`config.mk`:
```
export PLATFORM = sky130hd
export DESIGN_NAME = hack_boot_ctrl_flat
export DESIGN_NICKNAME = d
export VERILOG_FILES = /design/src/rtl/hack_boot_ctrl_if.sv /design/src/rtl/hack_boot_ctrl.sv /design/src/flat_wrapper.sv
export SDC_FILE = /design/constraint.sdc
export NUM_CORES = 1
export LEC_CHECK = 0
export CAP_MARGIN = 40
export CORE_ASPECT_RATIO = 0.75
export CORE_UTILIZATION = 34
export CTS_BUF_LIST = sky130_fd_sc_hd__clkbuf_16
export DETAILED_ROUTE_END_ITERATION = 12
export GPL_TIMING_DRIVEN = 0
export PLACE_DENSITY = 0.69
export RECOVER_POWER = 100
export SETUP_SLACK_MARGIN = 0.15
export SLEW_MARGIN = 10
export SYNTH_ARGS = -nofsm -noshare
export SYNTH_HDL_FRONTEND = slang
export SYNTH_SLANG_ARGS = --single-unit
```
`constraint.sdc`:
```
create_clock -name clk -period 3.2 [get_ports clk]
set_input_delay 0.48 -clock clk [delete_from_list [all_inputs] [get_ports clk]]
set_output_delay 0.48 -clock clk [all_outputs]
set_load 0.05 [all_outputs]
```
`src/rtl/hack_boot_ctrl_if.sv`:
```
// Word stream from the host/loader link into the boot controller.
// The loader drives data/valid; the controller answers with ready.
interface hack_boot_ctrl_if;
  logic [15:0] data;
  logic        valid;
  logic        ready;

  modport master (output data, output valid, input ready);
  modport slave  (input data, input valid, output ready);
endinterface

```
`src/rtl/hack_boot_ctrl.sv`:
```
// Boot/run controller for the HACK CPU: streams an image into instruction ROM
// with the CPU held in reset, then runs it until the PC leaves the image or a stop.
//
// state | meaning
// IDLE  | no valid image, or last load_start rejected; CPU in reset
// LOAD  | accepting image words, one ROM write per accepted word; CPU in reset
// RUN   | CPU released; run_cycles counting
// DONE  | program finished or stopped; CPU in reset, image still loaded
module hack_boot_ctrl #(
  parameter int ROM_AW    = 15,
  parameter int ROM_WORDS = 32768
) (
  input  logic              clk,
  input  logic              rst_n,
  input  logic              load_start_i,
  input  logic [15:0]       load_len_i,
  input  logic              run_start_i,
  input  logic              stop_i,
  hack_boot_ctrl_if.slave   s_if,
  output logic              rom_we_o,
  output logic [ROM_AW-1:0] rom_addr_o,
  output logic [15:0]       rom_wdata_o,
  input  logic [15:0]       pc_i,
  output logic              cpu_reset_o,
  output logic [1:0]        state_o,
  output logic [15:0]       words_loaded_o,
  output logic [15:0]       run_cycles_o,
  output logic              error_o
);

  localparam logic [1:0] S_IDLE = 2'd0;
  localparam logic [1:0] S_LOAD = 2'd1;
  localparam logic [1:0] S_RUN  = 2'd2;
  localparam logic [1:0] S_DONE = 2'd3;

  localparam logic [16:0] MAX_LEN = 17'(ROM_WORDS);

  logic [1:0]        state_q, state_d;
  logic [15:0]       len_q, len_d;
  logic [15:0]       words_q, words_d;
  logic [15:0]       run_q, run_d;
  logic              err_q, err_d;
  logic              ready_q, ready_d;
  logic              we_q, we_d;
  logic [ROM_AW-1:0] addr_q, addr_d;
  logic [15:0]       wdata_q, wdata_d;

  logic              len_ok;
  logic              xfer;
  logic [15:0]       words_inc;
  logic [15:0]       run_sat;

  assign len_ok    = (load_len_i != 16'd0) && ({1'b0, load_len_i} <= MAX_LEN);
  assign xfer      = (state_q == S_LOAD) && ready_q && s_if.valid;
  assign words_inc = words_q + 16'd1;
  assign run_sat   = (run_q == 16'hFFFF) ? run_q : run_q + 16'd1;

  always_comb begin
    state_d = state_q;
    len_d   = len_q;
    words_d = words_q;
    run_d   = run_q;
    err_d   = err_q;
    we_d    = 1'b0;
    addr_d  = addr_q;
    wdata_d = wdata_q;

    if (state_q == S_RUN) begin
      run_d = run_sat;
    end

    // load_start outranks every other event in every state
    if (load_start_i) begin
      if (len_ok) begin
        state_d = S_LOAD;
        len_d   = load_len_i;
        words_d = 16'd0;
        err_d   = 1'b0;
      end else begin
        state_d = S_IDLE;
        err_d   = 1'b1;
      end
    end else begin
      case (state_q)
        S_IDLE: begin
          if (run_start_i && (len_q != 16'd0)) begin
            state_d = S_RUN;
            run_d   = 16'd0;
          end
        end
        S_LOAD: begin
          if (xfer) begin
            we_d    = 1'b1;
            addr_d  = words_q[ROM_AW-1:0];
            wdata_d = s_if.data;
            words_d = words_inc;
            if (words_inc == len_q) begin
              state_d = S_RUN;
              run_d   = 16'd0;
            end
          end
        end
        S_RUN: begin
          if (stop_i || (pc_i >= len_q)) begin
            state_d = S_DONE;
          end
        end
        S_DONE: begin
          if (run_start_i) begin
            state_d = S_RUN;
            run_d   = 16'd0;
          end
        end
        default: state_d = S_IDLE;
      endcase
    end

    ready_d = (state_d == S_LOAD);
  end

  always_ff @(posedge clk or negedge rst_n) begin
    if (!rst_n) begin
      state_q <= S_IDLE;
      len_q   <= 16'd0;
      words_q <= 16'd0;
      run_q   <= 16'd0;
      err_q   <= 1'b0;
      ready_q <= 1'b0;
      we_q    <= 1'b0;
      addr_q  <= '0;
      wdata_q <= 16'd0;
    end else begin
      state_q <= state_d;
      len_q   <= len_d;
      words_q <= words_d;
      run_q   <= run_d;
      err_q   <= err_d;
      ready_q <= ready_d;
      we_q    <= we_d;
      addr_q  <= addr_d;
      wdata_q <= wdata_d;
    end
  end

  assign s_if.ready     = ready_q;
  assign rom_we_o       = we_q;
  assign rom_addr_o     = addr_q;
  assign rom_wdata_o    = wdata_q;
  assign cpu_reset_o    = (state_q != S_RUN);
  assign state_o        = state_q;
  assign words_loaded_o = words_q;
  assign run_cycles_o   = run_q;
  assign error_o        = err_q;

endmodule

```
`src/flat_wrapper.sv`:
```
// flat-port wrapper written by rule: the top's interface ports become plain ports
module hack_boot_ctrl_flat 
#(
  parameter int ROM_AW    = 15,
  parameter int ROM_WORDS = 32768
)
  (clk, rst_n, load_start_i, load_len_i, run_start_i, stop_i, rom_we_o, rom_addr_o, rom_wdata_o, pc_i, cpu_reset_o, state_o, words_loaded_o, run_cycles_o, error_o, s_if_data, s_if_valid, s_if_ready);
  hack_boot_ctrl_if s_if_i ();
  input  logic clk;
  input  logic rst_n;
  input  logic load_start_i;
  input  logic [15:0] load_len_i;
  input  logic run_start_i;
  input  logic stop_i;
  output logic rom_we_o;
  output logic [ROM_AW-1:0] rom_addr_o;
  output logic [15:0] rom_wdata_o;
  input  logic [15:0] pc_i;
  output logic cpu_reset_o;
  output logic [1:0] state_o;
  output logic [15:0] words_loaded_o;
  output logic [15:0] run_cycles_o;
  output logic error_o;
  input wire logic [$bits(s_if_i.data)-1:0] s_if_data;
  input wire logic [$bits(s_if_i.valid)-1:0] s_if_valid;
  output wire logic [$bits(s_if_i.ready)-1:0] s_if_ready;
  assign s_if_i.data = s_if_data;
  assign s_if_i.valid = s_if_valid;
  assign s_if_ready = s_if_i.ready;
  hack_boot_ctrl #(.ROM_AW(ROM_AW), .ROM_WORDS(ROM_WORDS)) u_core (.clk(clk), .rst_n(rst_n), .load_start_i(load_start_i), .load_len_i(load_len_i), .run_start_i(run_start_i), .stop_i(stop_i), .s_if(s_if_i), .rom_we_o(rom_we_o), .rom_addr_o(rom_addr_o), .rom_wdata_o(rom_wdata_o), .pc_i(pc_i), .cpu_reset_o(cpu_reset_o), .state_o(state_o), .words_loaded_o(words_loaded_o), .run_cycles_o(run_cycles_o), .error_o(error_o));
endmodule
```
Figure 1. Sequential cells grouped by signal name.
Drawn at 3 px/µm. Other sequential cells in the stronger gray, the rest of the logic in the fainter gray.
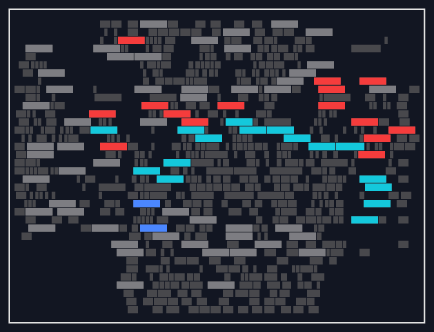
red -> u_core.rom_addr_o  # sequential cells 15
blue -> u_core.state_o  # sequential cells 2
cyan -> u_core.words_loaded_o  # sequential cells 16
not colored = 51

Figure 2. The clock network.
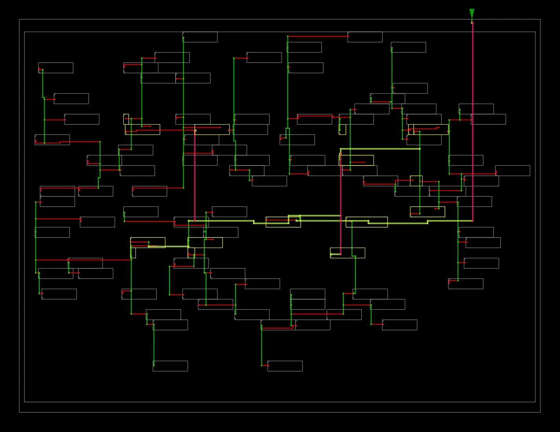
seq_cells: 84
CTS sink count: 84
Power Clock: 1.01 mW
clock skew: 0.00814 ns

==> flow_summary.json <==
{
  "final_nets": 712,
  "syn_inst": 505,
  "drv_slew": 29,
  "die_w_um": 138,
  "overflow": 0,
  "synth-seq-area-share": 0.446,
  "ys_types": 56,
  "clk_pin_slew_ns": 0.06,
  "fillers": 1262,
  "grt_pass1_vias": 4230,
  "max_clock_freq_ghz": 0.343,
  "fp-utilization": 0.356,
  "pre_cts_ws_ns": -0.0124,
  "worstHoldStart": "u_core.rom_wdata_o[12]",
  "logic_area_um2": 2390,
  "vias": 4187,
  "final-hold-violation-count": 0,
  "wl_per_cell_um": 16.1,
  "startpoint": "load_start_i",
  "cts.path.max_buffers": 2,
  "yosys-stat-cells": 505,
  "relSlewSlack": -0.124,
  "worstPathRequired_ns": 3.47,
  "fp_nets": 577,
  "synthTopCellsByCount": "nand2_1, dfrtp_1, nor2_1, o21ai_0, inv_1",
  "diodes": 0,
  "setup_viol": 0,
  "numPortBuffers": 122,
  "worstSetupPathType": "input pin to register",
  "rsz0062_at_grt": "false",
  "grt_max_degree": 57,
  "wirelength_um": 13100,
  "top_cell_area_share": 0.446,
  "grt_usage": 0.196,
  "r2r_slack_ns": 0.35,
  "r2r-start": "u_core.words_loaded_o[1]",
  "max_slew.worst_pin.slew_ns": 1.69,
  "hp-class": "register to register",
  "yosysTopAreaCell": "dfrtp_1",
  "rows": 36,
  "fin_crit_sh": 0.912,
  "syn_area_um2": 4710,
  "place_congestion": 0.914,
  "start_kind": "input pin",
  "drive_gt1_frac": 0.0915,
  "clockRootBuffer": "clkbuf_16",
  "p_leak_nw": 3.08,
  "via_per_inst": 5.13,
  "ys_warn_count": 0,
  "vdd_drop_max_uv": 407,
  "cp_max_fo": 10,
  "topCellsByArea": "dfrtp_1, nand2_1, ha_1",
  "yosys_register_bits": 84,
  "status": "finished with violations",
  "p_per_area_nw_per_um2": 525,
  "syn_area_per_cell_um2": 9.33,
  "fin_util": 0.487,
  "yosysMostFrequentCell": "nand2_1",
  "fin_ws_ns": 0.281,
  "flop_area_um2": 2100,
  "fin_crit_ns": 2.92,
  "die_y_um": 104,
  "drtIter0Drc": 287,
  "core_um2": 13200,
  "violations": "capacitance limit, slew limit",
  "grt_pass1_wl_um": 21800,
  "first_pass_iters": 4,
  "area_delta_synth_final_pct": 36.7,
  "yosys_area_um2": 4710,
  "cts_tree": "done",
  "dieArea_um2": 14300,
  "drc_errors": 0,
  "num_io_pins": 123,
  "dpl_cell_area_um2": 6170,
  "final_area_um2": 6440,
  "cts_hold_buffers": 0,
  "h-tree-depth": 3,
  "arrival_ns": 3.19,
  "cts_buffers": 9,
  "maxCapViolCount": 1,
  "tool_warnings": 26,
  "detail-route-antenna-nets": 0,
  "grt_antenna_before_repair": 0,
  "synthArstFlopShare": 1.00,
  "clk_latency_ns": 0.34,
  "synth-edff-count": 0,
  "end_kind": "register",
  "synthFlopType": "dfrtp_1",
  "place_hpwl_um": 10000
}
final timing paths:
check                                            to  depth (start not counted)
max in group asynchronous  u_core.words_loaded_o[0]                          1
min in group asynchronous      u_core.rom_addr_o[7]                          1
min                          u_core.rom_wdata_o[12]                          2
max                            u_core.rom_addr_o[8]                          9
max reg2reg                  u_core.run_cycles_o[2]                         11
min reg2reg                  u_core.rom_wdata_o[12]                          2
critical path: stages:
cell,delay (ns)
dlygate4sd3_1,0.63
inv_1,0.21
and3_1,0.23
nand3_1,0.32
inv_1,0.23
clkbuf_1,0.42
clkbuf_1,0.45
nand2_1,0.13
nand2_1,0.08
repair_timing:
item	CTS	global route
resized	0	2
setup endpoints to repair	0	15
buffers inserted	0	1
endpoints found under the hold margin	0	0
report_power, final:
| group | switching, mW | total, mW | internal, mW |
|---|---|---|---|
| clock | 0.415 | 1.01 | 0.595 |
| combinational | 0.678 | 1.05 | 0.368 |
| sequential | 0.125 | 1.33 | 1.20 |
| total | 1.22 | 3.38 | 2.17 |
routing by layer:
metal,track usage,vias up,wire (µm)
met4,0.0481,0,193
met1,0.266,2023,5990
met2,0.304,129,5940
met5,0,-,0
li1,-,2020,-
met3,0.0590,15,991
cell type report:
| type | count | share of cell area |
|---|---|---|
| multi-input cells | 375 | 0.371 |
| repair buffers | 124 | 0.194 |
| flip-flops and latches | 84 | 0.326 |
| inverters | 21 | 0.0122 |
| well taps | 171 | 0.0332 |
| plain buffers | 25 | 0.0192 |
| clock buffers | 9 | 0.0350 |
| clock inverters | 7 | 0.00932 |
state kept, by name, indices dropped and copies added (netlist names), 2 cells and up:
signal and count:
u_core.len_q 16, u_core.rom_wdata_o 16, u_core.run_cycles_o 16, u_core.words_loaded_o 16, u_core.rom_addr_o 15, u_core.state_o 2
metrics by stage:
| step | std cells | power (mW) | hold WS, ns | setup TNS [ns] |
|---|---|---|---|---|
| 6_report | 816 | 3.38 | 0.467 | 0 |
| 5_1_grt | 816 | 3.55 | 0.498 | 0 |
| 4_1_cts | 815 | 3.46 | 0.0828 | 0 |
| 3_5_place_dp | 799 | 2.44 | 0.438 | -0.0186 |
| 3_3_place_gp | 798 | 2.41 | 0.458 | -118.35 |
| 2_1_floorplan | 505 | 2.01 | 0.184 | 0 |
logic make-up after synthesis:
| logic type | synth area share |
|---|---|
| fa+ha+maj | 0.0478 |
| flops | 0.446 |
| buf+inv | 0.0430 |
| simple gates | 0.256 |
| mux | 0.0425 |
| xor+xnor | 0.0595 |
| compound gates | 0.106 |
cell usage in the layout (no fill, tap or decap), types with 5 or more instances in the layout:
cell and instances:
and4_1 6, xnor2_1 17, xor2_1 15, nor3_1 7, mux2_2 16, nand2_1 119
ha_1 18, nand3_1 16, nand4_1 11, inv_1 23, nor2_1 32, a21oi_1 8
a31oi_1 5, o21ai_0 25, nor4_1 8, dfrtp_1 83, clkbuf_1 16, and3_1 10
clkbuf_16 9, clkdlybuf4s50_1 50, dlygate4sd3_1 71
Power and IR drop assume default switching activity.
